==> config.mk <==
export PLATFORM = sky130hd
export DESIGN_NAME = regread_stage
export DESIGN_NICKNAME = d
export VERILOG_FILES = /design/src/rtl/regread_stage.sv
export SDC_FILE = /design/constraint.sdc
export NUM_CORES = 1
export LEC_CHECK = 0
export CAP_MARGIN = 30
export CELL_PAD_IN_SITES_DETAIL_PLACEMENT = 0
export CELL_PAD_IN_SITES_GLOBAL_PLACEMENT = 1
export CORE_MARGIN = 8
export CORE_UTILIZATION = 40
export DETAILED_ROUTE_END_ITERATION = 16
export GPL_ROUTABILITY_DRIVEN = 0
export PLACE_DENSITY_LB_ADDON = 0.15
export SYNTH_ARGS = -nofsm -noshare
export SYNTH_HDL_FRONTEND = slang
export SYNTH_SLANG_ARGS = --single-unit
==> constraint.sdc <==
create_clock -name i_clk -period 3 [get_ports i_clk]
set_input_delay 0.75 -clock i_clk [delete_from_list [all_inputs] [get_ports i_clk]]
set_output_delay 0.75 -clock i_clk [all_outputs]
set_load 0.005 [all_outputs]
### Gate-type map, run 1

Scale bar: 100 µm.
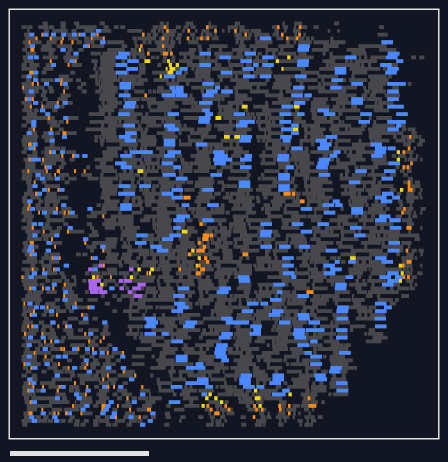
Purple shows xor and xnor cells, cells 16, most used xnor2_2. Blue shows mux cells, cells 475, most used mux4_2, where spread over the die. Yellow shows nand cells, cells 45, most used nand2_2, where spread over the die. Orange shows nor cells, cells 243, most used nor2_1, where spread over the die.
fraction of area in multi-input gates: 0.325
final non-filler cell total: 4,375
Top cell excl fill/tap: edfxtp_1

### Congestion heat map, run 1

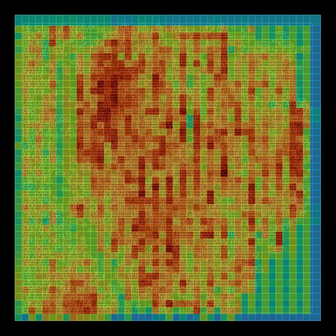
total global-route track usage: 0.272
grt met1 use: 0.326
M2 GR Usage: 0.470
final core occ: 0.562
met3 Use GR: 0.0688

### Drive-strength map, run 1

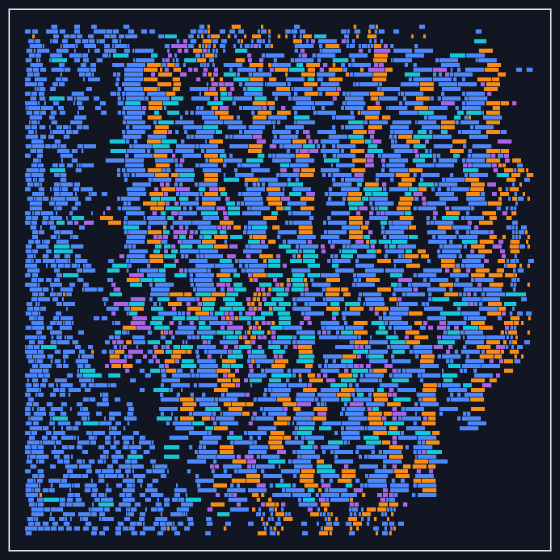
Blue shows x1 and smaller, cells 2,090, share 65%. Purple shows x3 and x4, cells 340, share 11%. Orange shows x2, cells 507, share 16%. Cyan shows x6 and larger, cells 292, share 9.0%.
setup ws final: -0.405 ns
non-clock buffer count: 880
Post-Layout Inst Area: 47,600 µm²
Area growth syn-to-layout: 40.0%

==> impl_metrics.ini, run 1 <==
; synthesis and place-and-route metrics
[global_routing]
busiest_layer = met2

[final_layout]
nFillCells = 6965
final_cell_mix = 512 x edfxtp_1, 482 x and2_1, 377 x clkdlybuf4s50_1, 250 x mux4_2, 234 x buf_4
nonClkBufAreaFrac = 0.200
inverters = 0
clock_area_frac = 0.0519
seqCellArea_um2 = 18700
antenna_cells = 2
logic_gate_count = 1537

[clocking]
cts_max_level = 3
cts.sinks = 675
cts-resized-gates = 570
cts_root_buf = clkbuf_16
cts_made_buffers = 75

[outcome]
violations = negative setup slack
status = finished with violations

[final_timing]
max_freq_mhz = 294
setup_viol = 64
period_used_share = 1.13
max_slew_margin = 0.346
setup_ws_ns = -0.405
report.final.hold_viol_count = 0
hold_slack_ns = 0.493

[flow_run]
cap_violations = 0
warning_count = 31

[placement]
dp_hpwl_um = 88900
io_buffers = 451

[drt]
drt-wirelength-per-cell_um = 30.4
first_pass_iters = 7

[worst_setup_path]
arrival_ns = 2.65
end_kind = primary output
required_ns = 2.25

[floorplanning]
die.size.y_um = 307
top_level_ports = 452
taps = 1144
fp_util = 0.401
rows = 107

[logic_synthesis]
synth-main-ff-cell = edfxtp_1
yosysChipArea_um2 = 34000
ys_top_logic_family = multiplexers
simple_gate_area_frac = 0.134
xor_area_frac = 0.00413
async_flop_share = 0
muxShareOfSynthArea = 0.240

[worst_hold_path]
worstHoldPathCells = 2

[power_and_ir_drop]
powerDensity_nw_per_um2 = 494
run 1: routing by layer:
layer | up-vias | routed length [µm]
li1 | 10616 | -
met1 | 12801 | 48200
met2 | 1384 | 66000
met3 | 301 | 12900
met4 | 20 | 5880
met5 | - | 126
run 1: worst max-delay path, cell delays in order, from the launching register on:
cell and delay, ns:
dfxtp_4 0.37, buf_12 0.12, buf_12 0.14, buf_8 0.15, buf_6 0.10, mux4_2 0.48
mux2_4 0.30, nand2_4 0.08, a311oi_4 0.13, buf_2 0.16
run 1: power breakdown:
group          total, W  switching, W  leakage [nW]  internal [W]
Combinational   0.00337       0.00161          9.85       0.00176
Clock           0.00931       0.00387          1.21       0.00543
Sequential       0.0109      0.000285          6.24        0.0106
Total            0.0235       0.00576          17.3        0.0178
### M3 wires, run 1

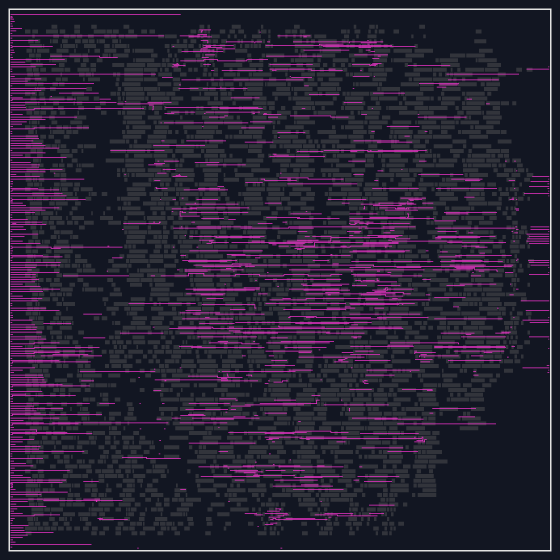

==> run 2: changes to the inputs <==
--- a/config.mk
+++ b/config.mk
@@ -5,6 +5,7 @@
 export SDC_FILE = /design/constraint.sdc
 export NUM_CORES = 1
 export LEC_CHECK = 0
+export ABC_CLOCK_PERIOD_IN_PS = 3000
 export CAP_MARGIN = 30
 export CELL_PAD_IN_SITES_DETAIL_PLACEMENT = 0
 export CELL_PAD_IN_SITES_GLOBAL_PLACEMENT = 1
@@ -13,6 +14,7 @@
 export DETAILED_ROUTE_END_ITERATION = 16
 export GPL_ROUTABILITY_DRIVEN = 0
 export PLACE_DENSITY_LB_ADDON = 0.15
+export REMOVE_ABC_BUFFERS = 1
 export SYNTH_ARGS = -nofsm -noshare
 export SYNTH_HDL_FRONTEND = slang
 export SYNTH_SLANG_ARGS = --single-unit
### M3 wires, run 2

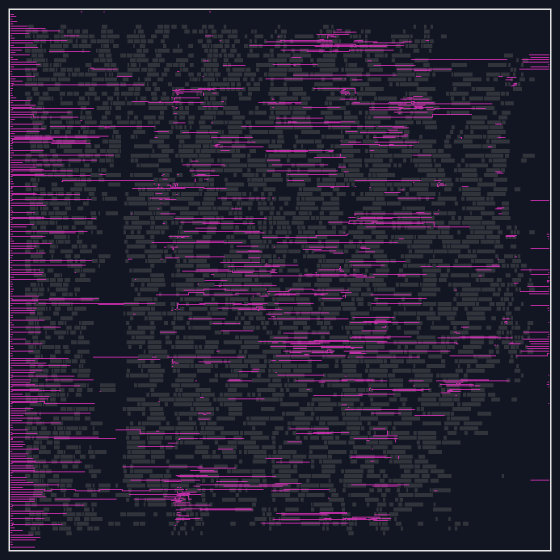
507 nets have wire on it. The longest straight run is 76.6 µm. The wires run mostly horizontal. The layer holds 8.4% of the routed length.
total wire length: 129,000 µm
met3 Use GR: 0.0627
vias after detailed routing: 24.4k

### Congestion heat map, run 2

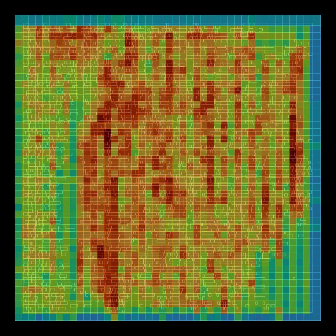
grt peak-use layer: met2
total global-route track usage: 0.266
final core occ: 0.545
grt met1 use: 0.323

==> run 2 against run 1 <==
Combinational power is 6.2% lower. Sequential power hardly changed. Routed wire length shrank 3.4%. Critical endpoint is now rr_rs_val[31]. Global-route usage fell by 0.62 points. Critical path depth is 1 lower. The flow still finishes with violations (negative setup slack).
==> impl_metrics.ini, run 2 <==
; synthesis and place-and-route metrics
[logic_synthesis]
yosysChipArea_um2 = 34000
edf_count = 512
topCellsByArea = edfxtp_1 45%, mux4_2 14%, dfxtp_1 9.6%
synth-main-ff-cell = edfxtp_1
ys_ff = 675
yosys_warnings = 0
ys_seq_frac = 0.549
top_area_frac = 0.453
synth_cell_types = 33
async_flop_share = 0
ys_cells = 2417

[final_layout]
comb_share = 0.331
final_layout_top_logic_cell = edfxtp_1
antenna_cells = 5
syn_to_final_growth_pct = 35.7
inverters = 0
buffers = 792
nFillCells = 7065
fin_cells = 4287
clock_area_frac = 0.0526
logic_gate_count = 1537
nonClkBufAreaFrac = 0.180
final_cell_mix = 512 x edfxtp_1, 482 x and2_1, 377 x clkdlybuf4s50_1, 248 x mux4_2, 202 x buf_4
seqCellArea_um2 = 18700
finalInstanceArea_um2 = 46100

[final_timing]
hold_slack_ns = 0.498
fin_setup_tns_ns = -14.13
period_used_share = 1.10
finalMaxSlewViolations = 0
setup_viol = 64
rsz0062_at_grt = true
max_freq_mhz = 302
report.final.hold_viol_count = 0
setup_ws_ns = -0.306
max_slew_margin = 0.583

[outcome]
status = finished with violations
violations = negative setup slack

[drt]
wl_met2_um = 64600
first_pass_iters = 6
met1_length_um = 49000
drt-wirelength-per-cell_um = 30.0
drc = 0
highest_layer = met4
met3_length_um = 10800

[power_and_ir_drop]
p_seq_frac = 0.466
internal_power_w = 0.0177
powerDensity_nw_per_um2 = 505
p_clk_frac = 0.399
comb_power_share = 0.136
power_w = 0.0233
sw_frac_of_total = 0.241
p_switching_w = 0.00561

[worst_setup_path]
crit_fanout = 8
critPathMaxStageDelay_ns = 0.48
critPathTopFamily = multiplexers
worstPathCellList = buf_12 -> buf_16 -> buf_8 -> mux4_2 -> mux2_4 -> nand2_4 -> a311oi_2 -> buf_2
reg2regPathDepth = 3
required_ns = 2.25
arrival_ns = 2.56
critPathBufInv = 4
end_kind = primary output
critical-path-slowest-cell = mux4_2
cp.depth = 8

[global_routing]
met2_usage = 0.466
grt_max_degree = 83
antenna_found_initial = 5

[floorplanning]
top_level_ports = 452
taps = 1144
rows = 107
fp_util = 0.401
die.size.y_um = 307
core-area_um2 = 84600

[flow_run]
cap_violations = 0
warning_count = 27

[clocking]
cts_buffer_depth = 3
cts_max_level = 3
cts_made_buffers = 75
cts.sinks = 675
cts_root_buf = clkbuf_16
worst_skew_pair.late_latency_ns = 0.61
cts_tree = built

[worst_hold_path]
worstHoldPathCells = 2

[placement]
pre_cts_ws_ns = -1.03
dp_hpwl_um = 86500
placed_cells = 4054
io_buffers = 451
placed_area_um2 = 41700
run 2: cell families after synthesis:
kind of cell              share of synthesized area
xor gates and xnor gates                    0.00413
muxes                                         0.240
other                                      0.000110
and+or+nand+nor                               0.134
DFF                                           0.549
AOI/OAI and AO/OA                            0.0402
buffers and inverters                        0.0330
run 2: what timing repair did:
action,4_1_cts,5_1_grt
pin swaps,82,43
buffers inserted,58,39
gates resized,531,101
setup endpoints to repair,64,64
cloned,11,2
run 2: power groups by stage:
stage | sequential (W) | clock, W | combinational, W
after global routing | 0.0109 | 0.00981 | 0.00331
after detailed placement | 0.0110 | 0 | 0.00287
after floorplan | 0.0110 | 0 | 0.00119
after CTS | 0.0108 | 0.00943 | 0.00308
final | 0.0108 | 0.00928 | 0.00316
after global placement | 0.0110 | 0 | 0.00283
Power is estimated from default activity; no workload was simulated.
